Figure 1. Routing congestion (run 1).
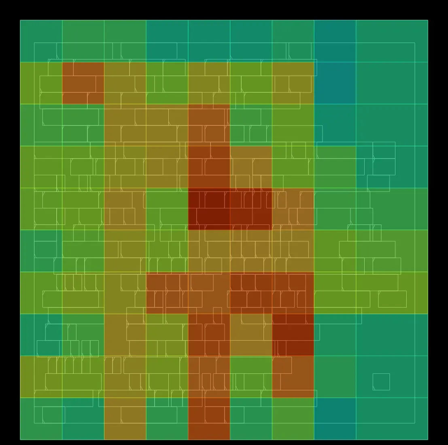
Figure 2. Gate-type map (run 1).
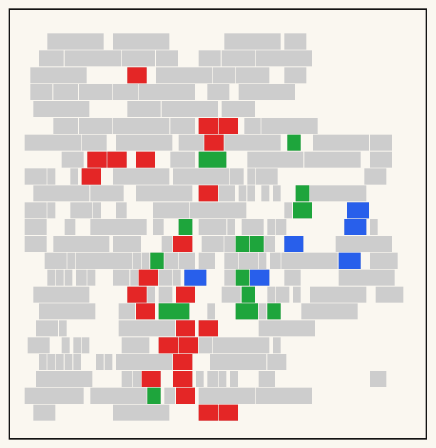
Figure 3. Placement density heat map (run 1).
7 x 7 tiles, from white (low) to dark blue (high), 0 to 100% covered.
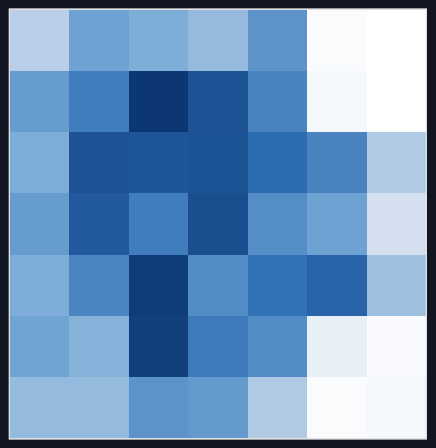
### config.mk
export PLATFORM = sky130hd
export DESIGN_NAME = uart_rx
export DESIGN_NICKNAME = d
export VERILOG_FILES = /design/src/rtl/uart_rx.sv
export SDC_FILE = /design/constraint.sdc
export NUM_CORES = 1
export LEC_CHECK = 0
export CAP_MARGIN = 10
export CORE_AREA = 2 2 65 67
export CTS_BUF_LIST = sky130_fd_sc_hd__clkbuf_16
export CTS_CLUSTER_DIAMETER = 150
export DETAILED_ROUTE_END_ITERATION = 6
export DIE_AREA = 0 0 67 69
export PLACE_DENSITY = 0.76
export SLEW_MARGIN = 40
export SYNTH_ARGS = -nofsm -noshare
export SYNTH_HDL_FRONTEND = slang
export SYNTH_SLANG_ARGS = --single-unit
### constraint.sdc
create_clock -name CLK -period 2.6 [get_ports CLK]
set_input_delay 0.52 -clock CLK [delete_from_list [all_inputs] [get_ports CLK]]
set_output_delay 0.52 -clock CLK [all_outputs]
set_load 0.005 [all_outputs]
### src/rtl/uart_rx.sv
// uart_rx: oversampling UART receiver. Detects the start bit, deserializes
// DATA_WIDTH bits LSB-first, optionally checks parity, checks the stop bit and
// reports exactly one outcome per frame (Data_Valid, Par_Err or Stp_Err).
// Optional build macro: UART_RX_MAJORITY_EN selects 2-of-3 majority sampling
// around mid-bit; without it a single mid-bit sample decides each bit.
module uart_rx #(
    parameter int DATA_WIDTH = 8
) (
    input  logic                  CLK,
    input  logic                  RST,
    input  logic                  RX_IN,
    input  logic [5:0]            Prescale,
    input  logic                  PAR_EN,
    input  logic                  PAR_TYP,
    output logic [DATA_WIDTH-1:0] P_DATA,
    output logic                  Data_Valid,
    output logic                  Par_Err,
    output logic                  Stp_Err
);
    localparam int BIT_W = (DATA_WIDTH > 1) ? $clog2(DATA_WIDTH) : 1;
    localparam logic [BIT_W-1:0] LAST_BIT = BIT_W'(DATA_WIDTH - 1);

    typedef enum logic [2:0] {IDLE, START, DATA, PARITY, STOP} state_t;

    state_t                state_q,    state_d;
    logic [5:0]            edge_cnt_q, edge_cnt_d;
    logic [BIT_W-1:0]      bit_cnt_q,  bit_cnt_d;
    logic [DATA_WIDTH-1:0] shift_q,    shift_d;
    logic [5:0]            prescale_q, prescale_d;
    logic                  par_en_q,   par_en_d;
    logic                  par_typ_q,  par_typ_d;
    logic                  par_fail_q, par_fail_d;
    logic                  stop_bad_q, stop_bad_d;
    logic [DATA_WIDTH-1:0] p_data_q,   p_data_d;
    logic                  valid_q,    valid_d;
    logic                  par_err_q,  par_err_d;
    logic                  stp_err_q,  stp_err_d;
`ifdef UART_RX_MAJORITY_EN
    logic                  samp0_q,    samp0_d;
    logic                  samp1_q,    samp1_d;
`endif

    logic [5:0] half;
    logic       bit_end;
    logic       decide;
    logic       bit_val;

    // Next-state logic: bit timing, sampling, deserialization and frame outcome.
    always_comb begin
        // NOTE: every signal assigned here gets a default first so no path can infer a latch.
        half    = prescale_q >> 1;
        bit_end = (edge_cnt_q == prescale_q - 6'd1);
`ifdef UART_RX_MAJORITY_EN
        decide  = (edge_cnt_q == half + 6'd1);
        bit_val = (samp0_q & samp1_q) | (samp0_q & RX_IN) | (samp1_q & RX_IN);
        samp0_d = (edge_cnt_q == half - 6'd1) ? RX_IN : samp0_q;
        samp1_d = (edge_cnt_q == half)        ? RX_IN : samp1_q;
`else
        decide  = (edge_cnt_q == half);
        bit_val = RX_IN;
`endif
        state_d    = state_q;
        edge_cnt_d = bit_end ? 6'd0 : edge_cnt_q + 6'd1;
        bit_cnt_d  = bit_cnt_q;
        shift_d    = shift_q;
        prescale_d = prescale_q;
        par_en_d   = par_en_q;
        par_typ_d  = par_typ_q;
        par_fail_d = par_fail_q;
        stop_bad_d = stop_bad_q;
        p_data_d   = p_data_q;
        valid_d    = 1'b0;
        par_err_d  = 1'b0;
        stp_err_d  = 1'b0;

        case (state_q)
            IDLE: begin
                edge_cnt_d = 6'd0;
                if (!RX_IN) begin
                    // Detection cycle is edge 0 of the start bit; freeze frame config.
                    state_d    = START;
                    edge_cnt_d = 6'd1;
                    prescale_d = Prescale;
                    par_en_d   = PAR_EN;
                    par_typ_d  = PAR_TYP;
                    par_fail_d = 1'b0;
                    stop_bad_d = 1'b0;
                end
            end
            START: begin
                if (decide && bit_val) begin
                    state_d    = IDLE;
                    edge_cnt_d = 6'd0;
                end else if (bit_end) begin
                    state_d   = DATA;
                    bit_cnt_d = '0;
                end
            end
            DATA: begin
                if (decide) shift_d = {bit_val, shift_q[DATA_WIDTH-1:1]};
                if (bit_end) begin
                    if (bit_cnt_q == LAST_BIT) begin
                        state_d   = par_en_q ? PARITY : STOP;
                        bit_cnt_d = '0;
                    end else begin
                        bit_cnt_d = bit_cnt_q + BIT_W'(1);
                    end
                end
            end
            PARITY: begin
                if (decide) par_fail_d = (bit_val != (^shift_q ^ par_typ_q));
                if (bit_end) state_d = STOP;
            end
            STOP: begin
                if (decide) stop_bad_d = !bit_val;
                if (bit_end) begin
                    state_d = IDLE;
                    if (stop_bad_q)      stp_err_d = 1'b1;
                    else if (par_fail_q) par_err_d = 1'b1;
                    else begin
                        valid_d  = 1'b1;
                        p_data_d = shift_q;
                    end
                end
            end
            default: state_d = IDLE;
        endcase
    end

    // State register: all flops, including the data path, clear on reset.
    always_ff @(posedge CLK or negedge RST) begin
        if (!RST) begin
            state_q    <= IDLE;
            edge_cnt_q <= '0;
            bit_cnt_q  <= '0;
            shift_q    <= '0;
            prescale_q <= 6'd8;
            par_en_q   <= 1'b0;
            par_typ_q  <= 1'b0;
            par_fail_q <= 1'b0;
            stop_bad_q <= 1'b0;
            p_data_q   <= '0;
            valid_q    <= 1'b0;
            par_err_q  <= 1'b0;
            stp_err_q  <= 1'b0;
`ifdef UART_RX_MAJORITY_EN
            samp0_q    <= 1'b1;
            samp1_q    <= 1'b1;
`endif
        end else begin
            // NOTE: non-blocking updates so every flop sees pre-edge values of the others.
            state_q    <= state_d;
            edge_cnt_q <= edge_cnt_d;
            bit_cnt_q  <= bit_cnt_d;
            shift_q    <= shift_d;
            prescale_q <= prescale_d;
            par_en_q   <= par_en_d;
            par_typ_q  <= par_typ_d;
            par_fail_q <= par_fail_d;
            stop_bad_q <= stop_bad_d;
            p_data_q   <= p_data_d;
            valid_q    <= valid_d;
            par_err_q  <= par_err_d;
            stp_err_q  <= stp_err_d;
`ifdef UART_RX_MAJORITY_EN
            samp0_q    <= samp0_d;
            samp1_q    <= samp1_d;
`endif
        end
    end

    assign P_DATA     = p_data_q;
    assign Data_Valid = valid_q;
    assign Par_Err    = par_err_q;
    assign Stp_Err    = stp_err_q;

endmodule

==> results.yml, run 1 <==
# yosys + openroad results
critical_path:
  crit_path_cell_trace: "or2_1 -> or4b_4 -> and2_0 -> and4bb_1 -> buf_4 -> mux2_4"
  crit_type: "reg2reg"
  total_buffers_and_inverters_traversed_by_the_critical_path: 1
  worstRegToRegCells: 6
power:
  fin_total_pwr_w: 0.00251
  p_int_w: 0.00156
  peak_supply_drop_v: 0.000546
  comb-power_w: 0.000941
  power_leader: "sequential cells"
  power.sequential.total_w: 0.000973
  switching_power_w: 0.000956
  clock_group_total_power_w: 0.000601
  sw_frac_of_total: 0.380
  power.share.clock: 0.239
place:
  total_placed_instance_area_um2: 2330
  place.detailed.instances: 253
routing:
  avgViaCountPerCell: 5.55
  wire_per_inst_um: 15.1
  first_iter_violations: 42
  via_count: 1448
global_routing:
  grt_pass1_wl_um: 7000
  antenna_violations_before_repair: 0
clocking:
  cts_htree_levels: 2
  cts_post_setup_buffers_inserted: 0
  post_cts.resized_instances: 0
status:
  outcome: "complete, no violations"
synth:
  netlist-cell-type-count: 46
  aoi_share: 0.0857
  synth.cellmix.adderShare: 0.0240
  yosys-dominant-comb-family: "simple AND/OR/NAND/NOR gates"
  syn_area_per_cell_um2: 11.0
  number_of_cells_in_yosys_stat: 189
  synthFlopType: "sky130_fd_sc_hd__dfrtp_1"
  flip_flops_with_a_built_in_enable: 0
  post_synthesis_xor_xnor_area_fraction: 0.101
  yosys-stat-area_um2: 2090
  mux_share: 0.110
  syn_area_um2: 2090
  yosys_register_bits: 41
min_path:
  hold_class: "in2async"
final_layout:
  nClkBuffers: 5
  stdcell_count: 261
  clk_share: 0.0596
  drive_gt1_frac: 0.152
  n_all_inverters: 7
  flop-count: 41
  num-nonclk-buffers: 24
final_timing:
  maximum_clock_skew_at_final_layout_ns: 0.00448
  grt_setup_unrepaired: "false"
  report.final.hold_viol_count: 0
  holdWs_ns: 0.202
  worst_pin_slew_ns: 0.569
  total_count_of_max_transition_violations_in_the_final_report: 0
  max_freq_mhz: 438
floorplanning:
  floorplan.die.width_um: 67
flow_run:
  max-cap-violations: 0
  tool_warnings: 26
About Figure 1:
met3 GRT Util: 0.0489
layer with the highest usage after global routing: met2
total routing usage reported by global routing: 0.198
Global Route met1 Usage: 0.260

About Figure 2:
| family | color | cells | most used |
|---|---|---|---|
| XOR/XNOR gates | red | 24 | xnor2_1 |
| AND and OR gates | green | 14 | and3_1 |
| AND-OR and OR-AND gates | blue | 6 | a32o_1 |

About Figure 3:
emptiest ninth of the die: north-east
mean over tiles: 52%
nearly empty tiles: 4.1%
densest ninth of the die: center
fullest tile: 97%
tiles over 75% full: 22%
Core Footprint: 3910 um2
final core utilization: 0.633
FP Util: 0.534

==> run 1 -> run 2 <==
- CORE_AREA: 2 2 65 67 -> 2 2 82 53
- DIE_AREA: 0 0 67 69 -> 0 0 84 55
- PLACE_DENSITY: 0.76 -> 0.77
- clock period: 2.6 -> 2.1 ns (I/O delays scaled with it)
==> run 2 against run 1 <==
The run now ends with negative setup slack left. Clock skew is 0.0022 ns lower. Final area is 6.3% higher. Critical path depth stayed put. Flip-flop count stayed put. Power is 39% higher. Synthesized cell count stayed put. Clock-buffer cell count stayed put. Critical path type unchanged. Global-route usage is 2.1 points higher.
==> results.yml, run 2 <==
# yosys + openroad results
global_routing:
  met1_usage: 0.283
  antenna_violations_before_repair: 0
  layer_with_the_highest_usage_after_global_routing: "met2"
  grt_usage: 0.219
  grt_pass1_wl_um: 7530
final_timing:
  max_freq_mhz: 449
  finalSetupViolations: 23
  maximum_clock_skew_at_final_layout_ns: 0.00224
  total_count_of_max_transition_violations_in_the_final_report: 0
  report.final.hold_viol_count: 0
  holdWs_ns: 0.199
  fin_ws_ns: -0.126
floorplanning:
  core_area_um2: 3900
  floorplan.die.width_um: 84
synth:
  yosys-dominant-comb-family: "simple AND/OR/NAND/NOR gates"
  yosys_register_bits: 41
  synth.cellmix.adderShare: 0.0240
  mux_share: 0.110
  netlist-cell-type-count: 46
  post_synthesis_xor_xnor_area_fraction: 0.101
  syn_area_per_cell_um2: 11.0
  flip_flops_with_a_built_in_enable: 0
  yosys-stat-area_um2: 2090
  synthFlopType: "sky130_fd_sc_hd__dfrtp_1"
power:
  fin_total_pwr_w: 0.00350
  power_leader: "combinational logic"
  power.share.clock: 0.202
  p_int_w: 0.00216
  clock_group_total_power_w: 0.000707
  peak_supply_drop_v: 0.000709
  sw_frac_of_total: 0.385
  power.sequential.total_w: 0.00116
clocking:
  cts_htree_levels: 2
  post_cts.resized_instances: 1
routing:
  first_iter_violations: 119
  via_count: 1576
  wire_per_inst_um: 17.6
final_layout:
  flop-count: 41
  num-nonclk-buffers: 40
  drive_gt1_frac: 0.229
  clk_share: 0.0518
  stdcell_count: 277
  final_core_utilization: 0.676
  nClkBuffers: 5
flow_run:
  max-cap-violations: 0
place:
  total_placed_instance_area_um2: 2430
  place.detailed.instances: 266
critical_path:
  crit_type: "reg2reg"
  total_buffers_and_inverters_traversed_by_the_critical_path: 1
  worstRegToRegCells: 6
  crit_path_cell_trace: "or2_1 -> or4b_4 -> and2_1 -> and4bb_2 -> buf_6 -> mux2_4"
status:
  failed_checks: "negative setup slack"
  outcome: "finished with violations"
min_path:
  hold_class: "in2async"
Figure 4. Met2 routing (run 2).
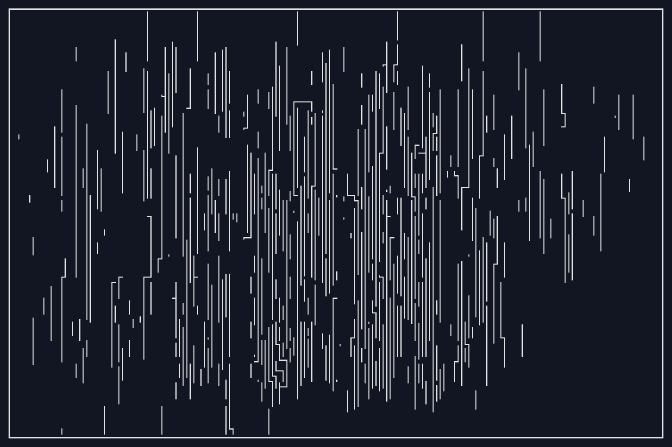
longest straight run: 30.3 um
share of all routed wire: 48%

Figure 5. Placement density heat map (run 2).
8 x 6 tiles, from white (low) to dark blue (high), 0 to 100% covered.
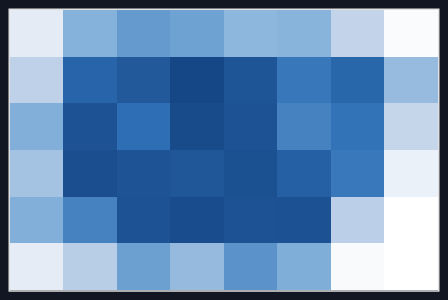
fullest tile: 91%
densest ninth of the die: center
tiles over 75% full: 38%
mean over tiles: 56%
nearly empty tiles: 4.2%

Power and IR drop assume default switching activity.
